--- src/rtl/prbs_pkg.sv ---
// prbs_pkg: shared constants and the LFSR step function for prbs_gen_meter.
//   DEF_MASK8 / MAX_MASK8 : 8-bit feedback masks known to give period 255.
//   lfsr_next()           : one Fibonacci step without all-zero recovery, so
//                           it also serves as a plain reference model.
package prbs_pkg;

  // Widest state the step function supports; callers zero-extend.
  localparam int MAX_W = 64;

  localparam logic [7:0] DEF_MASK8 = 8'he1;
  localparam logic [7:0] MAX_MASK8 = 8'hB8;

  // One LFSR advance: fb = ^(cur & taps), shift left, insert fb at bit 0.
  // Only the low 'width' bits of the result are meaningful; the rest are 0.
  function automatic logic [MAX_W-1:0] lfsr_next(input logic [MAX_W-1:0] cur,
                                                 input logic [MAX_W-1:0] taps,
                                                 input int width);
    logic [MAX_W-1:0] keep;
    logic             fb;
    if (width >= MAX_W) begin
      keep = {MAX_W{1'b1}};
    end else begin
      keep = (64'd1 << width) - 64'd1;
    end
    fb = ^(cur & taps & keep);
    return ((cur << 1) | {{(MAX_W-1){1'b0}}, fb}) & keep;
  endfunction

endpackage

--- src/rtl/prbs_period_meter.sv ---
// prbs_period_meter: counts LFSR advances until the state returns to a
// reference value captured at restart.
//   clk, reset      : clock and asynchronous active-high reset
//   restart         : reload ref with restart_value and clear all results
//   adv             : LFSR advances this cycle to nxt_state
//   nxt_state       : state the LFSR takes on this edge
//   restart_value   : new reference value (already zero-recovered)
//   period          : last measured period (advances between repeats)
//   period_valid    : sticky, a repeat was seen since reset/restart
//   period_ovf      : sticky, the counter saturated without a repeat
module prbs_period_meter #(
  parameter int              WIDTH     = 8,
  parameter int              CNT_W     = WIDTH + 2,
  parameter logic [WIDTH-1:0] RESET_REF = {WIDTH{1'b1}}
) (
  input  logic             clk,
  input  logic             reset,
  input  logic             restart,
  input  logic             adv,
  input  logic [WIDTH-1:0] nxt_state,
  input  logic [WIDTH-1:0] restart_value,
  output logic [CNT_W-1:0] period,
  output logic             period_valid,
  output logic             period_ovf
);

  localparam logic [CNT_W-1:0] CNT_ZERO = {CNT_W{1'b0}};
  localparam logic [CNT_W-1:0] CNT_ONE  = {{(CNT_W-1){1'b0}}, 1'b1};
  localparam logic [CNT_W-1:0] CNT_MAX  = {CNT_W{1'b1}};
  localparam logic [CNT_W-1:0] CNT_PRE  = {{(CNT_W-1){1'b1}}, 1'b0};

  logic [WIDTH-1:0] ref_q,    ref_d;
  logic [CNT_W-1:0] cnt_q,    cnt_d;
  logic [CNT_W-1:0] period_q, period_d;
  logic             valid_q,  valid_d;
  logic             ovf_q,    ovf_d;

  // Next-value logic for the reference, counter and result registers.
  always_comb begin
    ref_d    = ref_q;
    cnt_d    = cnt_q;
    period_d = period_q;
    valid_d  = valid_q;
    ovf_d    = ovf_q;
    if (restart) begin
      ref_d    = restart_value;
      cnt_d    = CNT_ZERO;
      period_d = CNT_ZERO;
      valid_d  = 1'b0;
      ovf_d    = 1'b0;
    end else if (adv) begin
      if (nxt_state == ref_q) begin
        // Repeat found: publish and rearm against the same reference.
        // A saturated count wraps here; ovf stays set to flag it.
        period_d = cnt_q + CNT_ONE;
        valid_d  = 1'b1;
        cnt_d    = CNT_ZERO;
      end else if (cnt_q == CNT_PRE) begin
        cnt_d = CNT_MAX;
        ovf_d = 1'b1;
      end else if (cnt_q == CNT_MAX) begin
        cnt_d = CNT_MAX;
      end else begin
        cnt_d = cnt_q + CNT_ONE;
      end
    end else begin
      cnt_d = cnt_q;
    end
  end

  // Meter registers.
  always_ff @(posedge clk or posedge reset) begin
    if (reset) begin
      ref_q    <= RESET_REF;
      cnt_q    <= CNT_ZERO;
      period_q <= CNT_ZERO;
      valid_q  <= 1'b0;
      ovf_q    <= 1'b0;
    end else begin
      ref_q    <= ref_d;
      cnt_q    <= cnt_d;
      period_q <= period_d;
      valid_q  <= valid_d;
      ovf_q    <= ovf_d;
    end
  end

  assign period       = period_q;
  assign period_valid = valid_q;
  assign period_ovf   = ovf_q;

endmodule

--- src/rtl/prbs_gen_meter.sv ---
// prbs_gen_meter: WIDTH-bit Fibonacci LFSR with runtime feedback mask,
// clock enable, seed load, all-zero lock-up recovery and a period meter.
//   clk, reset   : clock and asynchronous active-high reset
//   en           : advance one step (ignored when load is high)
//   load         : load seed (0 becomes 1) and restart the meter
//   seed, mask   : load value and feedback taps
//   rand1        : serial output, state[WIDTH-1]
//   state        : current LFSR state
//   period, period_valid, period_ovf : meter results
//   zero_recov   : sticky, an all-zero state was replaced by 1
module prbs_gen_meter
  import prbs_pkg::*;
#(
  parameter int               WIDTH      = 8,
  parameter int               CNT_W      = WIDTH + 2,
  parameter logic [WIDTH-1:0] RESET_SEED = {WIDTH{1'b1}}
) (
  input  logic             clk,
  input  logic             reset,
  input  logic             en,
  input  logic             load,
  input  logic [WIDTH-1:0] seed,
  input  logic [WIDTH-1:0] mask,
  output logic             rand1,
  output logic [WIDTH-1:0] state,
  output logic [CNT_W-1:0] period,
  output logic             period_valid,
  output logic             period_ovf,
  output logic             zero_recov
);

  localparam logic [WIDTH-1:0] ST_ZERO = {WIDTH{1'b0}};
  localparam logic [WIDTH-1:0] ST_ONE  = {{(WIDTH-1){1'b0}}, 1'b1};

  logic [WIDTH-1:0] state_q, state_d;
  logic             zero_recov_q, zero_recov_d;
  logic [WIDTH-1:0] nxt_s;
  logic             state_zero_s;
  logic [WIDTH-1:0] seed_fix_s;
  logic             seed_zero_s;
  logic             adv_s;

  // Step function with lock-up recovery, and zero-safe load value.
  always_comb begin
    state_zero_s = (state_q == ST_ZERO);
    seed_zero_s  = (seed == ST_ZERO);
    if (state_zero_s) begin
      nxt_s = ST_ONE;
    end else begin
      nxt_s = WIDTH'(lfsr_next(MAX_W'(state_q), MAX_W'(mask), WIDTH));
    end
    if (seed_zero_s) begin
      seed_fix_s = ST_ONE;
    end else begin
      seed_fix_s = seed;
    end
    adv_s = en & ~load;
  end

  // Next state and sticky recovery flag; load has priority over en.
  always_comb begin
    state_d      = state_q;
    zero_recov_d = zero_recov_q;
    if (load) begin
      state_d      = seed_fix_s;
      zero_recov_d = seed_zero_s;
    end else if (en) begin
      state_d      = nxt_s;
      zero_recov_d = zero_recov_q | state_zero_s;
    end else begin
      state_d = state_q;
    end
  end

  // LFSR state and recovery flag registers.
  always_ff @(posedge clk or posedge reset) begin
    if (reset) begin
      state_q      <= RESET_SEED;
      zero_recov_q <= 1'b0;
    end else begin
      state_q      <= state_d;
      zero_recov_q <= zero_recov_d;
    end
  end

  prbs_period_meter #(
    .WIDTH     (WIDTH),
    .CNT_W     (CNT_W),
    .RESET_REF (RESET_SEED)
  ) u_meter (
    .clk           (clk),
    .reset         (reset),
    .restart       (load),
    .adv           (adv_s),
    .nxt_state     (nxt_s),
    .restart_value (seed_fix_s),
    .period        (period),
    .period_valid  (period_valid),
    .period_ovf    (period_ovf)
  );

  assign rand1      = state_q[WIDTH-1];
  assign state      = state_q;
  assign zero_recov = zero_recov_q;

endmodule
--- config.mk ---
export PLATFORM = sky130hd
export DESIGN_NAME = prbs_gen_meter
export DESIGN_NICKNAME = d
export VERILOG_FILES = /design/src/rtl/prbs_pkg.sv /design/src/rtl/prbs_period_meter.sv /design/src/rtl/prbs_gen_meter.sv
export SDC_FILE = /design/constraint.sdc
export NUM_CORES = 1
export LEC_CHECK = 0
export CAP_MARGIN = 25
export CORE_MARGIN = 8
export CORE_UTILIZATION = 40
export CTS_CLUSTER_DIAMETER = 120
export DETAILED_ROUTE_END_ITERATION = 10
export PLACE_DENSITY = 0.76
export REMOVE_ABC_BUFFERS = 1
export SYNTH_ARGS = -nofsm -noshare
export SYNTH_HDL_FRONTEND = slang
export SYNTH_SLANG_ARGS = --single-unit
--- constraint.sdc ---
create_clock -name clk -period 3.7 [get_ports clk]
set_clock_uncertainty 0.15 [all_clocks]
set_input_delay 0.37 -clock clk [delete_from_list [all_inputs] [get_ports clk]]
set_output_delay 0.37 -clock clk [all_outputs]
set_load 0.01 [all_outputs]
**Run 1: sequential cells grouped by signal name**

Bar = 20 um.
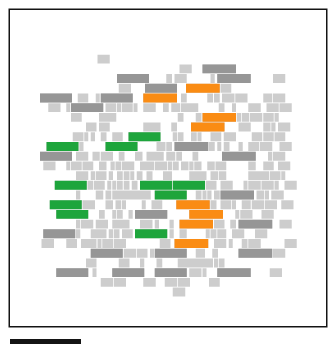
u_meter.ref_q -> orange  # sequential cells 8, where center
u_meter.cnt_q -> green  # sequential cells 10
flop share of the area: 36.5%
FF/Latch Area: 996 um2
seq pwr: 0.509 mW

**Run 1: gate-type map**

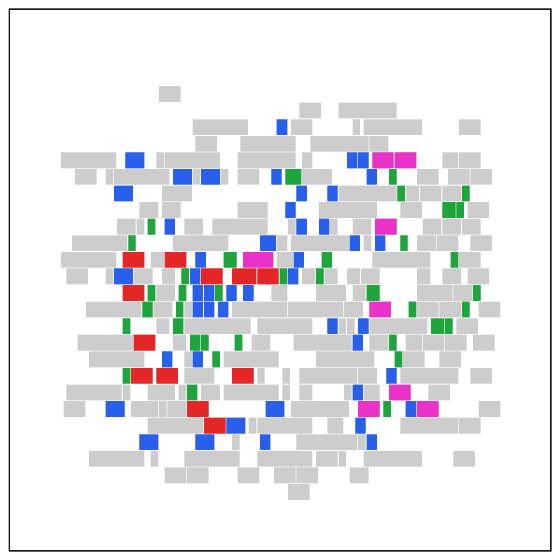
nand cells -> green  # cells 37
aoi and oai cells -> blue  # cells 46
non-inverting ao/oa cells -> red  # cells 12
mux cells -> magenta  # cells 8

**Run 1: sizing map**

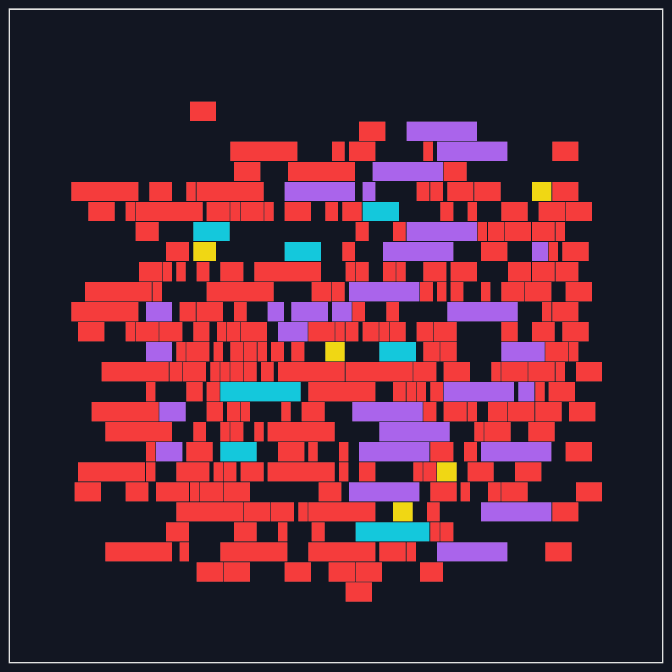
_2 cells -> purple  # cells 28
_3 and _4 cells -> yellow  # cells 5
_0 and _1 cells -> red  # cells 222
_6 and larger -> cyan  # cells 7

==> impl_metrics.env, run 1 <==
# flow metrics
export IMPL_status="finished clean"
export IMPL_yosys_most_used_dff="dfrtp_1"
export IMPL_power_frac_seq_pct=46.5
export IMPL_worst_pin_slew_ps=693
export IMPL_antenna_found_initial=0
export IMPL_logic_area_um2=977
export IMPL_via_count=1710
export IMPL_n_sequential_cell=39
export IMPL_clkPwrFrac_pct=32.8
export IMPL_grt_use_total_pct=14.3
export IMPL_cp_required_ps=3740
export IMPL_tritoncts="yes"
export IMPL_crit_path_top_delay_cell="dfstp_2"
export IMPL_p_comb_share_pct=20.7
export IMPL_ant_nets=0
export IMPL_dp_hpwl_mm=3.83
export IMPL_fp_row_count=26
export IMPL_wl_per_cell_um=16.1
export IMPL_largest_class="registers"
export IMPL_cts_resized=0
export IMPL_diodes=0
export IMPL_ys_sh_xor_pct=9.92
export IMPL_cp_end_kind="flip-flop"
export IMPL_inv_count=23
export IMPL_drv_cap=0
export IMPL_crit_type="flip-flop to flip-flop"
export IMPL_clock_latency_ps=300
export IMPL_grt_overflow=0
export IMPL_power_density_nw_per_um2=401
export IMPL_nNonClkBuffers=46
export IMPL_numCtsBuffers=5
export IMPL_critPathTopFamily="XOR/XNOR gates"
export IMPL_drt_initial_drc_count=86
export IMPL_ios=42
export IMPL_crit_cells=7
export IMPL_cpMostUsedCell="xor2_1"
export IMPL_core_um2=5110
export IMPL_vias_per_cell=5.15
export IMPL_avgSynthCellArea_um2=9.71
export IMPL_crit_buf_inv=0
export IMPL_worstPathCellList="nand2_1 > xor2_1 > xnor2_1 > xor2_1 > mux2i_2 > nand2_2 > a221o_2"
export IMPL_synth_warning_count=0
export IMPL_switching_share_pct=28.7
export IMPL_p_total_mw=1.09
export IMPL_dp_cells=324
export IMPL_num_nets_final=283
export IMPL_ys_sh_adder_pct=1.19
export IMPL_setup_tns_ps=0
export IMPL_dieArea_um2=7850
export IMPL_finalNonFillerCells=332
export IMPL_grt_max_degree=40
export IMPL_ys_seq_share_pct=47.3
export IMPL_reg2reg_to="u_meter.cnt_q[5]$_DFFE_PP0P_"
export IMPL_hold_buffers=0
export IMPL_post_route_period_util_pct=75.7
export IMPL_clk_share_pct=4.13
export IMPL_warning_count=26
export IMPL_logic_gates=146
export IMPL_critPathMaxFanout=11
export IMPL_switchingPower_mw=0.314
export IMPL_yosys_stat_area_um2=2110
==> run 1: registers in the layout, indices dropped and copies added, names as in the netlist <==
name,cells
state,8
u_meter.period_ovf,1
u_meter.period,10
u_meter.period_valid,1
zero_recov,1
u_meter.cnt_q,10
u_meter.ref_q,8
==> run 1: layer usage <==
metal,global-route usage (%),part of all wire (%),vias up
li1,-,-,847
met1,17.5,46,822
met2,25.0,48,38
met3,3.81,5.6,3
met4,1.84,0.51,0
met5,0,0,-
==> run 1: power by group through the flow <==
stage	Combinational [mW]	Sequential [mW]	Clock (mW)
4_1_cts	0.230	0.510	0.369
5_1_grt	0.251	0.516	0.387
3_5_place_dp	0.227	0.517	0
3_3_place_gp	0.218	0.515	0
2_1_floorplan	0.132	0.512	0
6_report	0.227	0.509	0.359
==> run 1: cells in the final DEF, fill, tap and decap left out, types with 5 or more instances in the layout <==
| cell | netlist | layout |
|---|---|---|
| dfstp_2 | 16 | 16 |
| xor2_1 | 10 | 10 |
| nand2_1 | 27 | 27 |
| dfrtp_1 | 23 | 23 |
| o21ai_0 | 26 | 26 |
| clkdlybuf4s50_1 | 0 | 41 |
| nand3_1 | 5 | 5 |
| a21oi_1 | 8 | 8 |
| inv_1 | 23 | 23 |
| mux2i_1 | 7 | 7 |
| xnor2_1 | 12 | 12 |
| clkbuf_8 | 0 | 5 |
| a221o_1 | 5 | 5 |
| o32ai_1 | 10 | 10 |
==> run 1: synth_stat cells (4+ instances only) <==
master,number
nand2_1,27
o21ai_0,26
dfrtp_1,23
inv_1,23
dfstp_2,16
xnor2_1,12
o32ai_1,10
xor2_1,10
a21oi_1,8
mux2i_1,7
a221o_1,5
nand3_1,5
a22o_2,4
and2_1,4
nor4_1,4
**Run 1: track usage over the die**

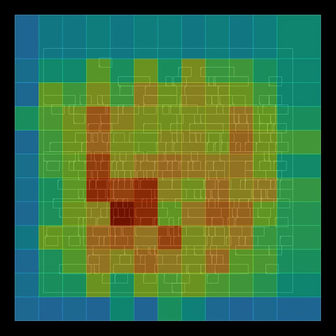

==> inputs of run 2 (changes only) <==
- PLACE_DENSITY: 0.76 -> 0.78
- clock period: 3.7 -> 2.32 ns (I/O delays scaled with it)
**Run 2: track usage over the die**

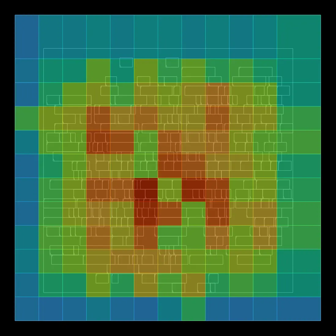
Routed wire per std cell: 15.5 um
met2 Track Usage GR: 25.3%
GR peak layer: met2
grt met3 use: 4.55%
Tot GR Track Use: 14.8%

**Run 2: sizing map**

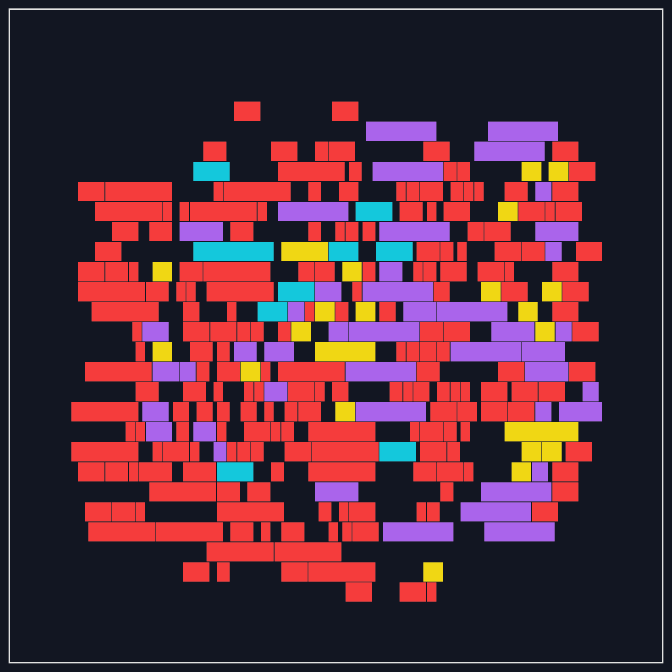
_3 and _4 cells -> yellow  # cells 22
_2 cells -> purple  # cells 44
_6 and larger -> cyan  # cells 9
_0 and _1 cells -> red  # cells 204
Non-clk bufs: 62
Final Cell Area: 2960 um2
synthesis-to-finish area growth: 40.6%
Worst Slack Setup Final: -77.0 ps

==> run 2 against run 1 <==
  * The run now ends with negative setup slack left
  * Global-route usage is 0.51 points higher
  * Utilization rose by 4.6 points
  * Non-clock buffer count rose by 16
  * Via count up 7.7%
  * Register-to-register slack worse by 980 ps
  * Sequential share of layout area shrank 2.9 points
  * Combinational power up 130%
  * First-iteration DRC count fell by 36%
  * Routed wire length is 1.4% higher
==> impl_metrics.env, run 2 <==
# flow metrics
export IMPL_slew_viol_final=0
export IMPL_clkPwrFrac_pct=30.7
export IMPL_power_leader="registers"
export IMPL_p_clk_mw=0.584
export IMPL_power_frac_seq_pct=41.5
export IMPL_cp_end_kind="flip-flop"
export IMPL_worst_pin_slew_ps=628
export IMPL_top_cell="nand2_1"
export IMPL_switchingPower_mw=0.544
export IMPL_num_nets_final=300
export IMPL_vias_per_cell=5.28
export IMPL_highest_layer="met4"
export IMPL_irDropWorstVdd_mv=0.381
export IMPL_status="complete, but fails checks"
export IMPL_via_count=1841
export IMPL_ys_sh_xor_pct=9.92
export IMPL_synth_warning_count=0
export IMPL_setup_viol=11
export IMPL_dp_cells=339
export IMPL_tritoncts="yes"
export IMPL_grtUsageMet1_pct=17.7
export IMPL_r2r_start="state[7]$_DFFE_PP1P_"
export IMPL_core_um2=5110
export IMPL_drv_cap=0
export IMPL_yosys_stat_area_um2=2110
export IMPL_ys_sh_adder_pct=1.19
export IMPL_reg2reg_to="u_meter.cnt_q[2]$_DFFE_PP0P_"
export IMPL_warning_count=28
export IMPL_yosys_most_used_dff="dfrtp_1"
export IMPL_p_total_mw=1.91
export IMPL_route_met3_wl_um=293
export IMPL_violations="negative setup slack"
export IMPL_post_route_period_util_pct=103
export IMPL_wl_met1_mm=2.52
export IMPL_antenna_found_initial=0
export IMPL_power_density_nw_per_um2=643
export IMPL_grt_overflow=0
export IMPL_comb_cell_power_mw=0.530
export IMPL_worstHoldPathType="input pin to async pin"
export IMPL_drt_initial_drc_count=55
export IMPL_place_gp_congestion=0.831
export IMPL_seq_power_mw=0.791
export IMPL_fp_row_count=26
export IMPL_ys_seq_share_pct=47.3
export IMPL_setup_tns_ps=-462
export IMPL_cp_required_ps=2340
export IMPL_grt_max_degree=40
export IMPL_ios=42
export IMPL_wl_met2_mm=2.55
export IMPL_diodes=0
export IMPL_place_ws_ps=-310
export IMPL_logic_area_um2=1100
export IMPL_avgSynthCellArea_um2=9.71
export IMPL_synthTopCellsByCount="nand2_1, o21ai_0, dfrtp_1, inv_1, dfstp_2"
export IMPL_crit_type="flip-flop to flip-flop"
export IMPL_numCtsBuffers=5
export IMPL_max_freq_mhz=417
export IMPL_synthArstFlopShare_pct=100
export IMPL_clock_latency_ps=290
export IMPL_switching_share_pct=28.6
export IMPL_flop_area_um2=996
export IMPL_top_logic_kind="AND-OR/OR-AND gates"
export IMPL_dp_hpwl_mm=3.74
export IMPL_critPathMaxFanout=6
export IMPL_ant_nets=0
export IMPL_layout_setup_ws_ps=-77.0
export IMPL_dieArea_um2=7850
export IMPL_p_comb_share_pct=27.8
export IMPL_layout_top_cells="clkdlybuf4s50_1, o21ai_0, nand2_1, inv_1, dfrtp_1"
**Run 2: gate-type map**

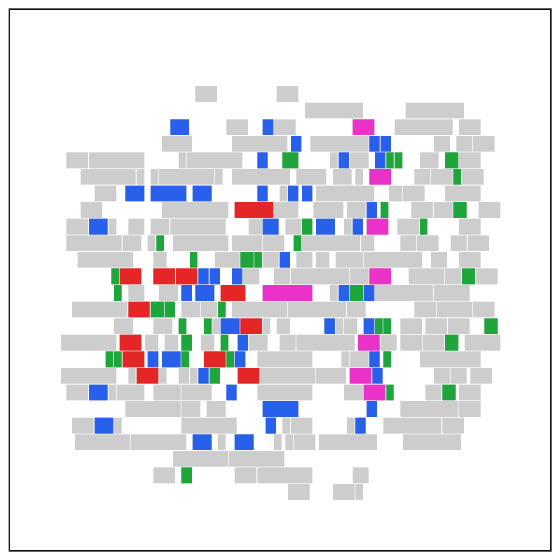
aoi and oai cells -> blue  # cells 46
nand cells -> green  # cells 38
non-inverting ao/oa cells -> red  # cells 12
mux cells -> magenta  # cells 8
Comb/total area: 37.1%
Commonest Layout Cell: clkdlybuf4s50_1
Cell Count, Final, Fillers Out: 349

-- run 2: cell counts after synthesis --
No cell type changed its count.
-- run 2: logic make-up after synthesis --
| logic type | Yosys count |
|---|---|
| multiplexers | 8 |
| AND-OR/OR-AND | 58 |
| XOR/XNOR | 23 |
| buffers and inverters | 32 |
| AND/OR/NAND/NOR | 55 |
| flip-flops | 39 |
| adder cells (fa/ha/maj) | 2 |
-- run 2: repair_timing --
action / 4_1_cts / 5_1_grt
buffers inserted: 0 / 1
hold buffers: 0 / 0
setup endpoints to repair: 22 / 22
gates resized: 16 / 9
pin swaps: 6 / 2
cloned: 1 / 0
-- run 2: worst max-delay path by stage --
| stage | startpoint | end | cells past startpoint |
|---|---|---|---|
| finish | state[7]$_DFFE_PP1P_ | u_meter.cnt_q[2]$_DFFE_PP0P_ | 8 |
| global route | state[7]$_DFFE_PP1P_ | u_meter.cnt_q[8]$_DFFE_PP0P_ | 8 |
| CTS | state[2]$_DFFE_PP1P_ | u_meter.cnt_q[8]$_DFFE_PP0P_ | 9 |
| detailed placement | mask[3] | u_meter.cnt_q[5]$_DFFE_PP0P_ | 9 |
| global placement | mask[1] | u_meter.cnt_q[5]$_DFFE_PP0P_ | 9 |
| floorplan | state[7]$_DFFE_PP1P_ | u_meter.cnt_q[5]$_DFFE_PP0P_ | 7 |
-- run 2: area by class of cell --
cell class | count | share of cell area (%)
Clock inverter | 2 | 1.18
Clock buffer | 6 | 2.79
Sequential cell | 39 | 33.6
Multi-Input combinational cell | 147 | 37.1
Tap cell | 70 | 2.96
Timing Repair Buffer | 62 | 19.4
Inverter | 23 | 2.91
-- run 2: critical path: stages, from the launching register on --
cell and delay (ps):
dfstp_2 540, nand2_2 60, xor2_2 190, xnor2_2 270, xor2_4 250, mux2i_4 320, buf_6 160, a21oi_2 50
a221o_1 280
Power figures rest on the tool's default switching activity, not on a simulated workload.
